File: src/rtl/hazard_sequencer.sv
// Pipeline hazard sequencer: load-use stalls, branch flushes and
// multi-cycle memory holds (PC push/pop) with a stall-cycle counter.
module hazard_sequencer #(
  parameter int MULTI_CYCLES = 2
) (
  input  logic        clk,
  input  logic        rst,
  input  logic [2:0]  id_rsrc,
  input  logic [2:0]  id_rdest,
  input  logic        id_uses_rsrc,
  input  logic        id_uses_rdest,
  input  logic        ex_mem_read,
  input  logic        ex_reg_write,
  input  logic [2:0]  ex_rdest,
  input  logic        ex_branch_taken,
  input  logic        ex_multi_mem,
  output logic        pc_write,
  output logic        if_id_write,
  output logic        if_id_flush,
  output logic        id_ex_flush,
  output logic        ex_mem_hold,
  output logic        state,
  output logic [15:0] stall_count
);

  typedef enum logic {
    RUN   = 1'b0,
    MULTI = 1'b1
  } state_t;

  state_t      state_q, state_d;
  logic [1:0]  cnt_q, cnt_d;
  logic [15:0] stall_count_q, stall_count_d;
  logic        load_use;

  // Load-use detect; an unknown compare takes the else path (no match)
  always_comb begin
    load_use = 1'b0;
    if (ex_mem_read && ex_reg_write) begin
      if (id_uses_rsrc && (ex_rdest == id_rsrc))
        load_use = 1'b1;
      else if (id_uses_rdest && (ex_rdest == id_rdest))
        load_use = 1'b1;
    end
  end

  // Next state, hold counter and pipeline control outputs
  always_comb begin
    state_d     = state_q;
    cnt_d       = cnt_q;
    pc_write    = 1'b1;
    if_id_write = 1'b1;
    if_id_flush = 1'b0;
    id_ex_flush = 1'b0;
    ex_mem_hold = 1'b0;
    unique case (state_q)
      RUN: begin
        if (ex_branch_taken) begin
          if_id_flush = 1'b1;
          id_ex_flush = 1'b1;
        end else if (ex_multi_mem || load_use) begin
          pc_write    = 1'b0;
          if_id_write = 1'b0;
          id_ex_flush = 1'b1;
        end
        if (ex_multi_mem) begin
          ex_mem_hold = 1'b1;
          id_ex_flush = 1'b1;
          cnt_d       = 2'(MULTI_CYCLES - 1);
          state_d     = MULTI;
        end
      end
      MULTI: begin
        pc_write    = 1'b0;
        if_id_write = 1'b0;
        id_ex_flush = 1'b1;
        ex_mem_hold = 1'b1;
        if (cnt_q == 2'd0)
          state_d = RUN;
        else
          cnt_d = cnt_q - 2'd1;
      end
      default: state_d = RUN;
    endcase
    if (rst) begin
      pc_write    = 1'b0;
      if_id_write = 1'b0;
      if_id_flush = 1'b1;
      id_ex_flush = 1'b1;
      ex_mem_hold = 1'b0;
    end
  end

  // Saturating count of cycles in which the PC is frozen
  always_comb begin
    stall_count_d = stall_count_q;
    if (!pc_write && stall_count_q != 16'hFFFF)
      stall_count_d = stall_count_q + 16'd1;
  end

  // State registers with synchronous reset
  always_ff @(posedge clk) begin
    if (rst) begin
      state_q       <= RUN;
      cnt_q         <= 2'd0;
      stall_count_q <= 16'd0;
    end else begin
      state_q       <= state_d;
      cnt_q         <= cnt_d;
      stall_count_q <= stall_count_d;
    end
  end

  assign state       = state_q;
  assign stall_count = stall_count_q;

endmodule

File: config.mk
export PLATFORM = sky130hd
export DESIGN_NAME = hazard_sequencer
export DESIGN_NICKNAME = d
export VERILOG_FILES = /design/src/rtl/hazard_sequencer.sv
export SDC_FILE = /design/constraint.sdc
export NUM_CORES = 1
export LEC_CHECK = 0
export CAP_MARGIN = 10
export CORE_UTILIZATION = 47
export CTS_CLUSTER_SIZE = 40
export DETAILED_ROUTE_END_ITERATION = 16
export PLACE_DENSITY = 0.83
export SLEW_MARGIN = 20
export SYNTH_ARGS = -nofsm -noshare
export SYNTH_HDL_FRONTEND = slang
export SYNTH_SLANG_ARGS = --single-unit
File: constraint.sdc
create_clock -name clk -period 5.1 [get_ports clk]
set_clock_uncertainty 0.15 [all_clocks]
set_input_delay 1.02 -clock clk [delete_from_list [all_inputs] [get_ports clk]]
set_output_delay 1.02 -clock clk [all_outputs]
set_load 0.005 [all_outputs]
Figure 1. The metal 2 layer.
Cells faint in the background.
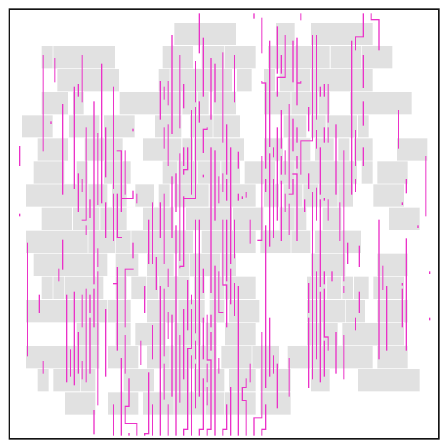
nets with wire on the layer	166
share of all routed wire	52%
wire length on this layer	1350 um
met2 Track Usage GR: 0.411
via count of the routed design: 1047
Post-Route WL: 2.57 mm

Figure 2. Where the registers sit.
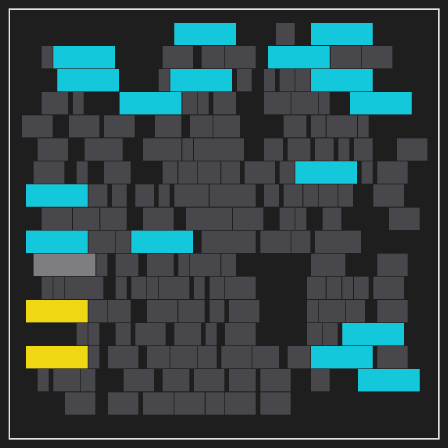
color	name in the netlist	sequential cells
yellow	cnt_q	2
cyan	stall_count	16
not colored	1
flip-flop and latch share of the layout cell area: 0.249
Final Util: 0.690
sequential group power: 0.000158 W

==> summary.txt <==
run results: Die Area=2540 um^2, power share of the sequential group=0.518, transition time at the pin with the least slew margin=0.588 ns, DPL Wire Length=2.01 mm, internal power consumption=0.000220 W, Cell Count, Final, Fillers Out=194, result of the run=finished clean, Port Buffer Count=38, fin crit share=0.838, stages on the worst setup path=6, total instance count after detailed placement=190, shortest period the worst path allows=4.27 ns, number of design rule violations left after detail routing=0, Worst EP required=3.93 ns, worst slack on hold paths=0.347 ns, power per cell area=200 nW/um^2, synth-to-layout area growth=38.5%, final sum of negative setup slack=0 ns, startpoint of the most critical register-to-register path=stall_count[0], highest clock frequency the design can meet=0.234 GHz, placed inst area=1500 um^2, Min-Delay Startpoint=stall_count[9], fraction of power consumed by combinational cells=0.222, total of endpoints with negative setup slack in the final report=0, Syn Std Cell Area=1100 um^2, pin count of the biggest net entering global routing=24, uppermost metal layer occupied by signal nets=met4, clock edge transition at the registers on the reported setup and hold paths=0.11 ns, number of I/O pins=39, number of nets still failing antenna checks after routing=0, vertical die dimension=50.4 um, kind of critical path=in -> out, first-pass GRT wire length=4.21 mm, most frequent logic cells in the routed design=sky130_fd_sc_hd__clkdlybuf4s50_1, sky130_fd_sc_hd__dfxtp_1, sky130_fd_sc_hd__nor2_1, Inserted Clock Buffers=3, stage-log warning count=26, number of clock sinks=19, deepest clock path buffer count=2, cell breakdown of the critical path=clkdlybuf4s50_1 > buf_4 > nor2_1 > o2111ai_2 > nand2_2 > clkdlybuf4s50_1
Figure 3. Signal wires on met1.
Supply wires on this layer in gray. Cells faint in the background.
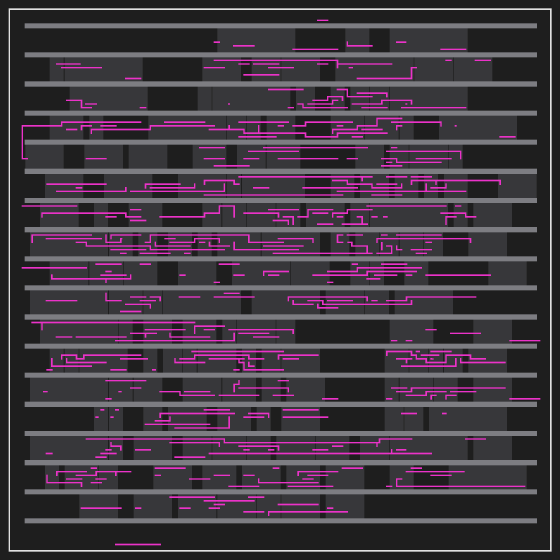
share of all routed wire	41%
nets with wire on the layer	161
longest straight run	20.7 um

[state kept, by name, summed over array words and instances (netlist names)]
name,count
cnt_q,2
stall_count,16
state,1
[logic make-up after synthesis]
kind of cell	Yosys count	synth area share
fa+ha+maj	2	0.0227
simple gates	59	0.309
compound gates	20	0.140
flops	19	0.345
buf+inv	10	0.0443
mux	3	0.0284
xor+xnor	14	0.111
[area by class of cell]
| class | instances | area share |
|---|---|---|
| repair buffers | 39 | 0.254 |
| clock buffers | 3 | 0.0148 |
| well taps | 28 | 0.0230 |
| multi-input cells | 98 | 0.441 |
| inverters | 6 | 0.0148 |
| clock inverters | 1 | 0.00328 |
| flip-flops and latches | 19 | 0.249 |
[tightest hold or removal path, delay by kind of cell, from the launching register on]
kind / cells / cell delay (ns)
AND-OR/OR-AND: 2 / 0.12
flip-flops: 1 / 0.34
Power is estimated from default activity; no workload was simulated.
